`src/rtl/alu_pkg.sv`:
```
// Shared ALU definitions: operation codes, FSM state encoding and opcode helpers.
// Imported by the execute-stage ALU and by the ALU control decoder.
package alu_pkg;

  localparam int unsigned ALU_OP_WIDTH = 4;

  // ALU operation codes produced by the ALU control decoder
  localparam logic [ALU_OP_WIDTH-1:0] ALU_ADD = 4'b0000;
  localparam logic [ALU_OP_WIDTH-1:0] ALU_SUB = 4'b0001;
  localparam logic [ALU_OP_WIDTH-1:0] ALU_AND = 4'b0010;
  localparam logic [ALU_OP_WIDTH-1:0] ALU_OR  = 4'b0011;
  localparam logic [ALU_OP_WIDTH-1:0] ALU_LUI = 4'b0101;
  localparam logic [ALU_OP_WIDTH-1:0] ALU_SRL = 4'b0110;
  localparam logic [ALU_OP_WIDTH-1:0] ALU_SLL = 4'b0111;

  // Execute-stage sequencing states
  typedef enum logic [1:0] {
    IDLE  = 2'd0,
    SHIFT = 2'd1,
    DONE  = 2'd2
  } alu_state_e;

  // True for operations handled by the serial shifter
  function automatic logic op_is_shift(input logic [ALU_OP_WIDTH-1:0] op);
    return (op == ALU_SRL) || (op == ALU_SLL);
  endfunction

endpackage

```
`src/rtl/alu_serial_shifter.sv`:
```
// One-bit-per-cycle logical shifter with a down-counter of remaining steps.
// Ports:
//   clk, rst_n     clock, async active-low reset
//   load           capture load_data / load_count / shift_left
//   shift_left     direction for the loaded operation (1 = SLL, 0 = SRL)
//   step           perform one shift step and decrement the count
//   load_data      value to shift
//   load_count     number of steps to perform
//   next_data_c    value after the next step (combinational)
//   last_c         the next step is the final one (combinational)
module alu_serial_shifter #(
  parameter int unsigned DATA_WIDTH  = 32,
  parameter int unsigned SHAMT_WIDTH = 5
) (
  input  logic                   clk,
  input  logic                   rst_n,
  input  logic                   load,
  input  logic                   shift_left,
  input  logic                   step,
  input  logic [DATA_WIDTH-1:0]  load_data,
  input  logic [SHAMT_WIDTH-1:0] load_count,
  output logic [DATA_WIDTH-1:0]  next_data_c,
  output logic                   last_c
);

  logic [DATA_WIDTH-1:0]  data_q;
  logic [SHAMT_WIDTH-1:0] count_q;
  logic                   left_q;

  // One logical step, zero fill
  always_comb begin
    next_data_c = data_q;
    if (left_q) begin
      next_data_c = {data_q[DATA_WIDTH-2:0], 1'b0};
    end else begin
      next_data_c = {1'b0, data_q[DATA_WIDTH-1:1]};
    end
  end

  assign last_c = (count_q == SHAMT_WIDTH'(1));

  // Shift register, direction and remaining-step counter
  always_ff @(posedge clk or negedge rst_n) begin
    if (!rst_n) begin
      data_q  <= '0;
      count_q <= '0;
      left_q  <= 1'b0;
    end else if (load) begin
      data_q  <= load_data;
      count_q <= load_count;
      left_q  <= shift_left;
    end else if (step && (count_q != '0)) begin
      data_q  <= next_data_c;
      count_q <= count_q - SHAMT_WIDTH'(1);
    end
  end

endmodule

```
`src/rtl/alu_multicycle.sv`:
```
// Execute-stage ALU: single-cycle ADD/SUB/AND/OR/LUI, serial SRL/SLL,
// with a start/busy/done handshake towards the sequencer.
// Ports:
//   clk              clock, rising edge
//   reset            async active-low reset
//   start_i          request, accepted in IDLE or DONE
//   ALU_Operation_i  operation code (alu_pkg ALU_*)
//   A_i, B_i         operands; shift amount is B_i[SHAMT_WIDTH-1:0]
//   busy_o           shift in progress
//   done_o           one-cycle pulse, result valid from this cycle on
//   ALU_Result_o     result register, held until the next completion
//   Zero_o           result register equals zero
module alu_multicycle
  import alu_pkg::*;
#(
  parameter int unsigned DATA_WIDTH  = 32,
  parameter int unsigned SHAMT_WIDTH = 5
) (
  input  logic                    clk,
  input  logic                    reset,
  input  logic                    start_i,
  input  logic [ALU_OP_WIDTH-1:0] ALU_Operation_i,
  input  logic [DATA_WIDTH-1:0]   A_i,
  input  logic [DATA_WIDTH-1:0]   B_i,
  output logic                    busy_o,
  output logic                    done_o,
  output logic [DATA_WIDTH-1:0]   ALU_Result_o,
  output logic                    Zero_o
);

  alu_state_e              state_q, state_d;
  logic [DATA_WIDTH-1:0]   result_d;
  logic                    zero_d;
  logic                    busy_d;
  logic                    done_d;

  logic [SHAMT_WIDTH-1:0]  shamt_c;
  logic [DATA_WIDTH-1:0]   alu_c;
  logic                    shift_load_c;
  logic                    shift_step_c;
  logic [DATA_WIDTH-1:0]   shift_next_c;
  logic                    shift_last_c;

  assign shamt_c = B_i[SHAMT_WIDTH-1:0];

  // Single-cycle datapath; a zero-distance shift passes A through
  always_comb begin
    alu_c = '0;
    case (ALU_Operation_i)
      ALU_ADD: alu_c = A_i + B_i;
      ALU_SUB: alu_c = A_i - B_i;
      ALU_AND: alu_c = A_i & B_i;
      ALU_OR:  alu_c = A_i | B_i;
      ALU_LUI: alu_c = B_i;
      ALU_SRL: alu_c = A_i;
      ALU_SLL: alu_c = A_i;
      default: alu_c = '0;
    endcase
  end

  alu_serial_shifter #(
    .DATA_WIDTH  (DATA_WIDTH),
    .SHAMT_WIDTH (SHAMT_WIDTH)
  ) u_shifter (
    .clk         (clk),
    .rst_n       (reset),
    .load        (shift_load_c),
    .shift_left  (ALU_Operation_i == ALU_SLL),
    .step        (shift_step_c),
    .load_data   (A_i),
    .load_count  (shamt_c),
    .next_data_c (shift_next_c),
    .last_c      (shift_last_c)
  );

  // Next state, next result and shifter control
  always_comb begin
    state_d      = state_q;
    result_d     = ALU_Result_o;
    shift_load_c = 1'b0;
    shift_step_c = 1'b0;
    case (state_q)
      IDLE, DONE: begin
        state_d = IDLE;
        if (start_i) begin
          if (op_is_shift(ALU_Operation_i) && (shamt_c != '0)) begin
            shift_load_c = 1'b1;
            state_d      = SHIFT;
          end else begin
            result_d = alu_c;
            state_d  = DONE;
          end
        end
      end
      SHIFT: begin
        shift_step_c = 1'b1;
        if (shift_last_c) begin
          result_d = shift_next_c;
          state_d  = DONE;
        end
      end
      default: state_d = IDLE;
    endcase
    // result only changes at completion, so Zero tracks it exactly
    zero_d = (result_d == '0);
    busy_d = (state_d == SHIFT);
    done_d = (state_d == DONE);
  end

  // State and output registers
  always_ff @(posedge clk or negedge reset) begin
    if (!reset) begin
      state_q      <= IDLE;
      ALU_Result_o <= '0;
      Zero_o       <= 1'b1;
      busy_o       <= 1'b0;
      done_o       <= 1'b0;
    end else begin
      state_q      <= state_d;
      ALU_Result_o <= result_d;
      Zero_o       <= zero_d;
      busy_o       <= busy_d;
      done_o       <= done_d;
    end
  end

endmodule

```
`config.mk`:
```
export PLATFORM = sky130hd
export DESIGN_NAME = alu_multicycle
export DESIGN_NICKNAME = d
export VERILOG_FILES = /design/src/rtl/alu_pkg.sv /design/src/rtl/alu_serial_shifter.sv /design/src/rtl/alu_multicycle.sv
export SDC_FILE = /design/constraint.sdc
export NUM_CORES = 1
export LEC_CHECK = 0
export ABC_AREA = 1
export CORE_MARGIN = 4
export CORE_UTILIZATION = 45
export DETAILED_ROUTE_END_ITERATION = 8
export MAX_ROUTING_LAYER = met4
export PLACE_DENSITY = 0.67
export SYNTH_ARGS = -nofsm -noshare
export SYNTH_HDL_FRONTEND = slang
export SYNTH_HIERARCHICAL = 1
export SYNTH_SLANG_ARGS = --single-unit
export TNS_END_PERCENT = 10
```
`constraint.sdc`:
```
create_clock -name clk -period 2.95 [get_ports clk]
set_input_delay 0.4425 -clock clk [delete_from_list [all_inputs] [get_ports clk]]
set_output_delay 0.4425 -clock clk [all_outputs]
set_load 0.05 [all_outputs]
```
==> notes.md <==
run metrics: status finished with violations, failing checks negative setup slack, Post-CTS Setup Bufs 9, combinational share of cell area 49.2%, CTS tree built, Synth Area in Simple Gates 44.0%, Switching Share 43.4%, layout cells sized above 1 24.7%, MUX share of area 0%, Vias 11094, sum of negative setup slack -12110 ps, RR Startpoint u_shifter/count_q[2], Syn. warnings 6, drt first pass iters 5, Max-area cell share 24.0%, ys flop type dfrtp_1, internal power 3350 uW, nonclk inv count 231, OpenROAD warning count 32, Worst-path clk slew 60 ps, comb_multi_in 1145, share of synthesized registers carrying an async set or reset 100%, Top Layer Used met4, Final Critical Period 3850 ps, Flop+latch power 1630 uW, core area 18700 sq um, final non-filler cell total 2062, CTS Hold Buffers Added 0, die height 146 um, CP Depth 28, I/O Pins 106, period utilization 130%, power density over the cells 470 nW/um^2, PnR Total Power 5910 uW, r2r endpoint Zero_o, r2r worst-path depth 16, gr busiest metal met2, Max Transition Viols Final 0, fin util 67.2%, die width 146 um, pin count of the biggest net entering global routing 76, smallest hold slack 261 ps, area grow syn2layout 46.4%, NumNets Final 1933, Hold Path Class input pin to asynchronous set/reset pin, Setup CP Type input pin to flip-flop, Mapped Nets 1613, CTS root buf clkbuf_16, biggest regs ALU_Result_o x32, u_shifter/data_q x32, u_shifter/count_q x5, wire per inst 16.7 um, worst setup margin -897 ps, Setup crit start B_i[0], P_comb 3100 uW, DP HPWL 27000 um, max incr delay on CP 440 ps, # Taps 234, CP Buf/Inv Count 3, Starting DRT DRC Count 1038, critical path endpoint category flip-flop, Worst path slowest cell or3_4, Crit path max-delay family simple AND/OR/NAND/NOR gates, slew margin rel. 34.5%, Clock Buffer Count 10, Cells after DPL 2032, met2 Usage GRT 49.2%, Post-DP Area 11500 sq um, # Cells Yosys 1504, met1 WL 15300 um, Psw 2560 uW, Mapped Cells 1504, met3 Use GR 3.20%, Reg power frac 27.6%, max-cap violations 0, Non-clock buffers 362, Sink Count 75, VDD IR max 267 uV, CP dominant cell by count nand2_1, Slew @ Worst Pin 983 ps, Skew-Pair Late Insertion Delay 340 ps, H-Tree Depth 3, Yosys top cell by instances nand2_1, Mapped Area 8580 sq um, CTS buffer count 9, FF+latch area 1880 sq um, Compound Share, Synth 12.3%, largest area contributor in the netlist nand2_1, Top cells by area nand2_1 (24%), dfrtp_1 (22%), inv_1 (9.8%), non-clk buf share 24.0%, initial core utilization 45.9%, Vias/cell 5.38, CP startpoint kind input pin, # diodes 0, GR Layer Usage met1 44.1%, Final Hold Violating Endpoints 0, clk tree area frac 2.52%, Worst Path Arrival 4120 ps, most instantiated cells after synthesis nand2_1 (548), inv_1 (225), nor2_1 (139), IO Port Bufs 105, Site Rows 50, Final setup viols 29, Dominant combinational family simple AND/OR/NAND/NOR gates, Leak 0.00677 uW, flops out of synthesis 75, CP max FO 4, most frequent cells in the layout nand2_1 (514), buf_4 (252), inv_1 (211), nand3_1 (121), nor2_1 (104)
Figure 1. Gate families picked out.
Scale bar: 50 um.
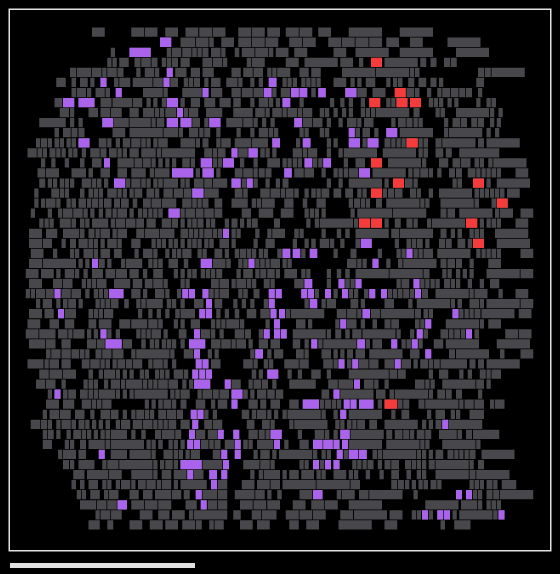
- AND-OR and OR-AND gates: red (cells 16; most used a22o_1)
- inverting AOI/OAI gates: purple (cells 166; most used a21oi_1)

Figure 2. Wiring by layer.
Only two layers are drawn.
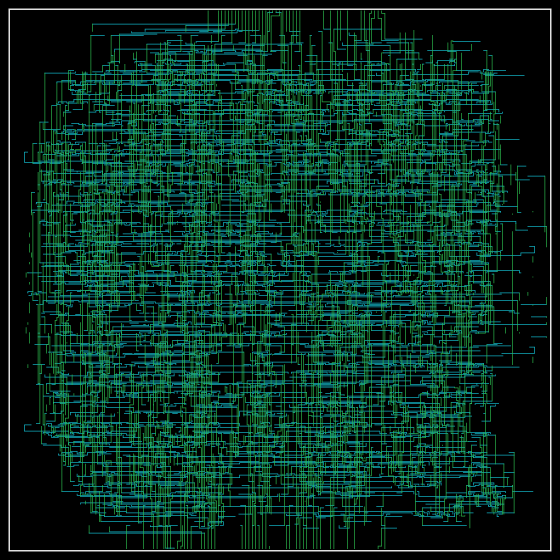
- met1: cyan (wire length 15300 um)
- met2: green (wire length 15500 um)

Power and IR drop assume default switching activity.
